**src/rtl/fc_pe_pkg.sv**
```systemverilog
// Shared types and helpers for the fully-connected MAC processing element:
// FSM state encoding, accumulator sizing and output saturation.
package fc_pe_pkg;

   typedef enum logic [1:0] {
      IDLE   = 2'd0,
      ACCUM  = 2'd1,
      FINISH = 2'd2,
      HOLD   = 2'd3
   } fc_state_e;

   // Wide enough that N_IN full-scale products can never overflow.
   function automatic int acc_width(input int act_w, input int wt_w, input int n_in);
      return act_w + wt_w + $clog2(n_in) + 1;
   endfunction

   function automatic logic signed [127:0] sat_out(input logic signed [127:0] v,
                                                   input int out_w);
      logic signed [127:0] max_v;
      logic signed [127:0] min_v;
      max_v = (128'sd1 <<< (out_w - 1)) - 128'sd1;
      min_v = -(128'sd1 <<< (out_w - 1));
      if (v > max_v)      return max_v;
      else if (v < min_v) return min_v;
      else                return v;
   endfunction

endpackage

```
**src/rtl/fc_mac_lane.sv**
```systemverilog
// One output neuron: multiply, shift, accumulate, then bias/relu/saturate
// into a combinational result that the controller registers in FINISH.
module fc_mac_lane
   import fc_pe_pkg::*;
#(
   parameter int ACT_W = 18,
   parameter int WT_W  = 16,
   parameter int OUT_W = 16,
   parameter int FRAC  = 0,
   parameter int ACC_W = 43
) (
   input  logic                    clk,
   input  logic                    reset,
   input  logic                    load,
   input  logic                    add,
   input  logic signed [ACT_W-1:0] act,
   input  logic signed [WT_W-1:0]  wt,
   input  logic signed [OUT_W-1:0] bias,
   input  logic                    relu,
   output logic signed [OUT_W-1:0] res
);

   localparam int PW = ACT_W + WT_W;

   logic signed [PW-1:0]    prod;
   logic signed [PW-1:0]    prod_sh;
   logic signed [ACC_W-1:0] prod_ext;
   logic signed [ACC_W-1:0] acc_d;
   logic signed [ACC_W-1:0] acc_q;
   logic signed [ACC_W:0]   sum;
   logic signed [127:0]     sum_ext;

   always_comb begin
      prod     = act * wt;
      prod_sh  = prod >>> FRAC;
      prod_ext = {{(ACC_W - PW){prod_sh[PW-1]}}, prod_sh};

      // load replaces stale contents so a new vector never inherits old sums
      acc_d = acc_q;
      if (load)     acc_d = prod_ext;
      else if (add) acc_d = acc_q + prod_ext;

      sum = {acc_q[ACC_W-1], acc_q} + {{(ACC_W + 1 - OUT_W){bias[OUT_W-1]}}, bias};
      if (relu && sum[ACC_W]) sum = '0;
      sum_ext = {{(127 - ACC_W){sum[ACC_W]}}, sum};
      res     = OUT_W'(sat_out(sum_ext, OUT_W));
   end

   always_ff @(posedge clk) begin
      if (reset) acc_q <= '0;
      else       acc_q <= acc_d;
   end

endmodule

```
**src/rtl/fc_mac_pe.sv**
```systemverilog
// Fully-connected MAC processing element: LANES neurons share one activation
// stream, accumulate N_IN beats, then present a registered result vector.
// Handshakes: a transfer occurs on a cycle where valid && ready are both high;
// valid never waits on ready, and results stay stable while out_valid && !out_ready.
module fc_mac_pe
   import fc_pe_pkg::*;
#(
   parameter int N_IN  = 256,
   parameter int LANES = 4,
   parameter int ACT_W = 18,
   parameter int WT_W  = 16,
   parameter int OUT_W = 16,
   parameter int FRAC  = 0
) (
   input  logic                   clk,
   input  logic                   reset,
   input  logic                   in_valid,
   output logic                   in_ready,
   input  logic [ACT_W-1:0]       act,
   input  logic [LANES*WT_W-1:0]  wts,
   input  logic [LANES*OUT_W-1:0] bias,
   input  logic                   relu_en,
   output logic                   out_valid,
   input  logic                   out_ready,
   output logic [LANES*OUT_W-1:0] dout,
   output logic [1:0]             state_dbg
);

   localparam int ACC_W = acc_width(ACT_W, WT_W, N_IN);
   localparam int CNT_W = $clog2(N_IN + 1);

   fc_state_e              state_d, state_q;
   logic [CNT_W-1:0]       cnt_d, cnt_q;
   logic                   relu_d, relu_q;
   logic [LANES*OUT_W-1:0] dout_d, dout_q;
   logic [LANES*OUT_W-1:0] lane_res;
   logic                   accept;
   logic                   load;
   logic                   add;

   for (genvar k = 0; k < LANES; k++) begin : g_lane
      fc_mac_lane #(
         .ACT_W(ACT_W), .WT_W(WT_W), .OUT_W(OUT_W), .FRAC(FRAC), .ACC_W(ACC_W)
      ) u_lane (
         .clk  (clk),
         .reset(reset),
         .load (load),
         .add  (add),
         .act  (act),
         .wt   (wts[k*WT_W +: WT_W]),
         .bias (bias[k*OUT_W +: OUT_W]),
         .relu (relu_q),
         .res  (lane_res[k*OUT_W +: OUT_W])
      );
   end

   always_comb begin
      state_d  = state_q;
      cnt_d    = cnt_q;
      relu_d   = relu_q;
      dout_d   = dout_q;
      load     = 1'b0;
      add      = 1'b0;
      in_ready = (state_q == IDLE) || (state_q == ACCUM);
      accept   = in_valid && in_ready;

      case (state_q)
         IDLE: begin
            if (accept) begin
               load    = 1'b1;
               cnt_d   = CNT_W'(1);
               relu_d  = relu_en;
               state_d = (N_IN == 1) ? FINISH : ACCUM;
            end
         end
         ACCUM: begin
            if (accept) begin
               add   = 1'b1;
               cnt_d = cnt_q + CNT_W'(1);
               if (cnt_q == CNT_W'(N_IN - 1)) state_d = FINISH;
            end
         end
         FINISH: begin
            dout_d  = lane_res;
            state_d = HOLD;
         end
         HOLD: begin
            if (out_ready) state_d = IDLE;
         end
         default: state_d = IDLE;
      endcase
   end

   always_ff @(posedge clk) begin
      if (reset) begin
         state_q <= IDLE;
         cnt_q   <= '0;
         relu_q  <= 1'b0;
         dout_q  <= '0;
      end else begin
         state_q <= state_d;
         cnt_q   <= cnt_d;
         relu_q  <= relu_d;
         dout_q  <= dout_d;
      end
   end

   assign out_valid = (state_q == HOLD);
   assign dout      = dout_q;
   assign state_dbg = state_q;

endmodule
```
**config.mk**
```make
export PLATFORM = sky130hd
export DESIGN_NAME = fc_mac_pe
export DESIGN_NICKNAME = d
export VERILOG_FILES = /design/src/rtl/fc_pe_pkg.sv /design/src/rtl/fc_mac_lane.sv /design/src/rtl/fc_mac_pe.sv
export SDC_FILE = /design/constraint.sdc
export NUM_CORES = 2
export LEC_CHECK = 0
export ABC_AREA = 1
export CELL_PAD_IN_SITES_DETAIL_PLACEMENT = 0
export CELL_PAD_IN_SITES_GLOBAL_PLACEMENT = 1
export CORE_MARGIN = 2
export CORE_UTILIZATION = 26
export CTS_CLUSTER_DIAMETER = 40
export DETAILED_ROUTE_END_ITERATION = 7
export DONT_BUFFER_PORTS = 1
export PLACE_DENSITY_LB_ADDON = 0.1
export SYNTH_ARGS = -nofsm -noshare
export SYNTH_HDL_FRONTEND = slang
export SYNTH_SLANG_ARGS = --single-unit
```
**constraint.sdc**
```tcl
create_clock -name clk -period 9.3 [get_ports clk]
set_input_delay 0.93 -clock clk [delete_from_list [all_inputs] [get_ports clk]]
set_output_delay 0.93 -clock clk [all_outputs]
set_load 0.005 [all_outputs]
```
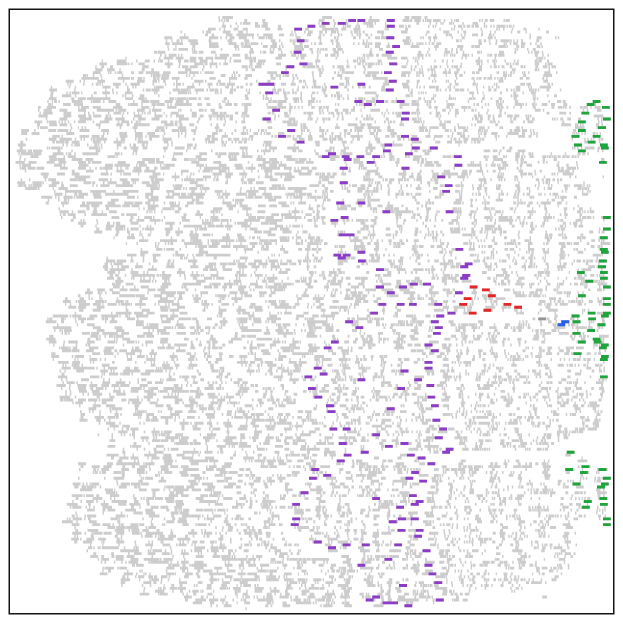
(register map, names as in the netlist)
[dout] green | flops: 64
[cnt_q] red | flops: 9 | where: middle right
[state_dbg] blue | flops: 2
[g_lane.u_lane.acc_q] purple | flops: 172
not colored: 1

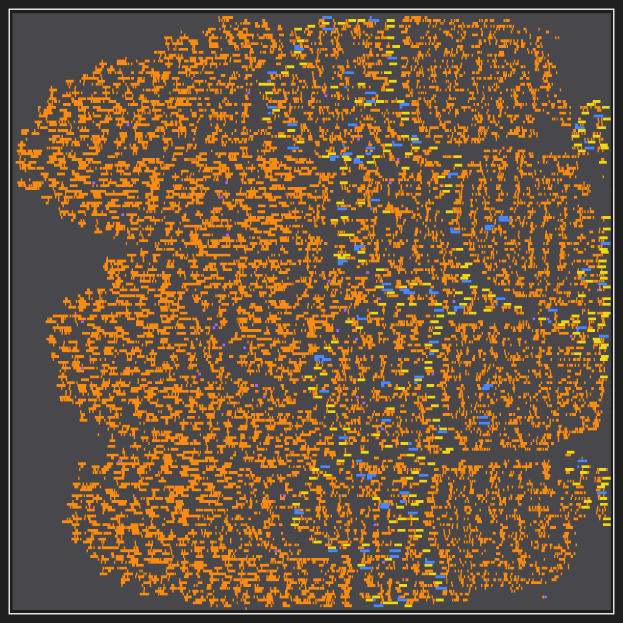
(cells colored by class)
Fill, decap, tap and diode cells in gray.
[registers] yellow | cells: 248
[remaining logic cells] orange | cells: 11,979
[clock drivers and dummy loads] blue | cells: 128
[remaining buffers and delay cells] purple | cells: 39

==> ci_impl_report.md <==
### Metrics collected by this job

| Metric | Value |
|---|---|
| Combinational gate area | `63,890 um2` |
| Die width | `566.0 um` |
| Count of library flops with an enable pin | `0` |
| Clock Sinks | `248` |
| Largest net degree at the start of global routing | `167` |
| Vias in the first global route | `77,100` |
| CTS tree | `yes` |
| Crit path DAT | `9.17 ns` |
| Critical path's slowest cell | `fa_1` |
| Vias per cell | `4.525` |
| Final setup viols | `0` |
| Worst slack, placed | `0.2015 ns` |
| Yosys top cell area share | `0.2847` |
| Post-CTS resize count | `0` |
| Fp util | `0.2610` |
| Synth Warn # | `0` |
| Clk latency late pin | `0.66 ns` |
| Nets | `14,380` |
| Placed Cells | `16,430` |
| Net Count, Synth | `14,630` |
| RSZ-0062 raised after global routing | `false` |
| Die height | `566.0 um` |
| Layout cells sized above 1 | `0.02792` |
| Initial antenna violation count | `17` |
| DR iter-0 viols | `4,862` |
| Main area contributors | `fa_1, nand2_1, inv_1, ha_1, dfxtp_1` |
| Via count | `74,920` |
| RD Place Congestion | `0.8673` |
| Period utilization | `0.9242` |
| CTS root buf | `clkbuf_16` |
| Synthesis area per yosys | `82,130 um2` |
| Final-report max-slew violation count | `0` |
| Worst path most repeated cell | `inv_1` |
| Cell Rows | `206` |
| Setup TNS | `0 ns` |
| Min Tclk post-route | `8.595 ns` |
| Fillcell total | `35,250` |
| Maximum buffer depth of the clock tree | `3` |
| Run status | `finished clean` |
| Cell type with the largest total area | `fa_1` |
| Port buffer count | `0` |
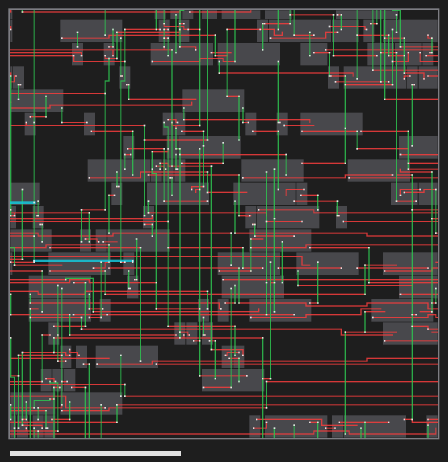
(zoomed window)
The bar under the picture is 20 um long. Window x 117 to 167, y 117 to 167 um. Cells in gray, sequential cells in the stronger gray; small squares are vias.
[M1] red
[M3] cyan
[M2] green
sequential cells in the window: 0
cells with their middle in the window: 96
most frequent: fa_1 (37), inv_1 (32), nand2_1 (19)

-- final timing paths --
check,from,endpoint,cells past startpoint
max reg2reg,state_dbg[0],g_lane[0].u_lane.acc_q[40],13
min reg2reg,cnt_q[7],cnt_q[7],2
max,act[0],g_lane[1].u_lane.acc_q[32],37
min,reset,dout[31],1
-- registers in the layout (all words and copies together), names as in the netlist --
name and cells:
state_dbg 2, relu_q 1, cnt_q 9, g_lane.u_lane.acc_q 172, dout 64
-- cell type report --
class	count	area share
Antenna cell	3	0.00008470
Clock buffer	87	0.02220
Clock inverter	41	0.006268
Inverter	3130	0.1326
Multi-Input combinational cell	8849	0.7208
Sequential cell	248	0.05601
Tap cell	4160	0.05872
Timing Repair Buffer	39	0.003303
-- synth_stat cells (all sizes together) (2+ instances only) --
cell type / instances
a211o: 2
a211oi: 17
a21boi: 13
a21o: 43
a21oi: 599
a221oi: 13
a22oi: 3
a31oi: 99
and2: 19
and3: 8
buf: 118
clkbuf: 252
dfxtp: 248
fa: 1168
ha: 718
inv: 3129
nand2: 3783
nand3: 524
nand3b: 33
nand4: 106
nor2: 838
nor3: 65
nor3b: 2
nor4: 16
o2111ai: 3
o211ai: 11
o21a: 47
o21ai: 351
o21bai: 51
o221ai: 6
o31ai: 3
or2: 54
xnor2: 92
xor2: 155
-- metal layers --
metal  track usage  vias to the layer above  wire [um]
met5             0                        -        110
li1              -                    37120          -
met1        0.3057                    36210     170800
met3       0.02656                      184      14760
met4       0.03001                       20       4335
met2        0.2939                     1386     130100
-- cells by family (layout without fill, tap and decap cells) --
logic type	Yosys count	count (layout)	synth area share
fa+ha+maj	1886	1886	0.3941
xor+xnor	247	247	0.02634
buf+inv	3500	3297	0.1621
other cells	0	3	0
simple gates	5449	5449	0.2710
compound gates	1267	1267	0.08595
flops	248	248	0.06045
-- metrics by stage --
stage / utilization / hold slack, ns / cell area (um2)
finish: 0.2816 / 0.3410 / 88640
global route: 0.2816 / 0.2931 / 88630
CTS: 0.2816 / 0.2830 / 88630
detailed placement: 0.2736 / 0.4528 / 86110
global placement: 0.2736 / 0.4480 / 86110
floorplan: - / 0.4409 / 82130
-- cells in the final DEF (no fill, tap or decap), types with 99 or more instances in the layout --
master      n
nand2_1  3741
inv_1    3107
fa_1     1168
nor2_1    810
ha_1      717
a21oi_1   596
nand3_1   495
o21ai_0   336
dfxtp_1   248
xor2_1    155
nand4_1   102
a31oi_1    99
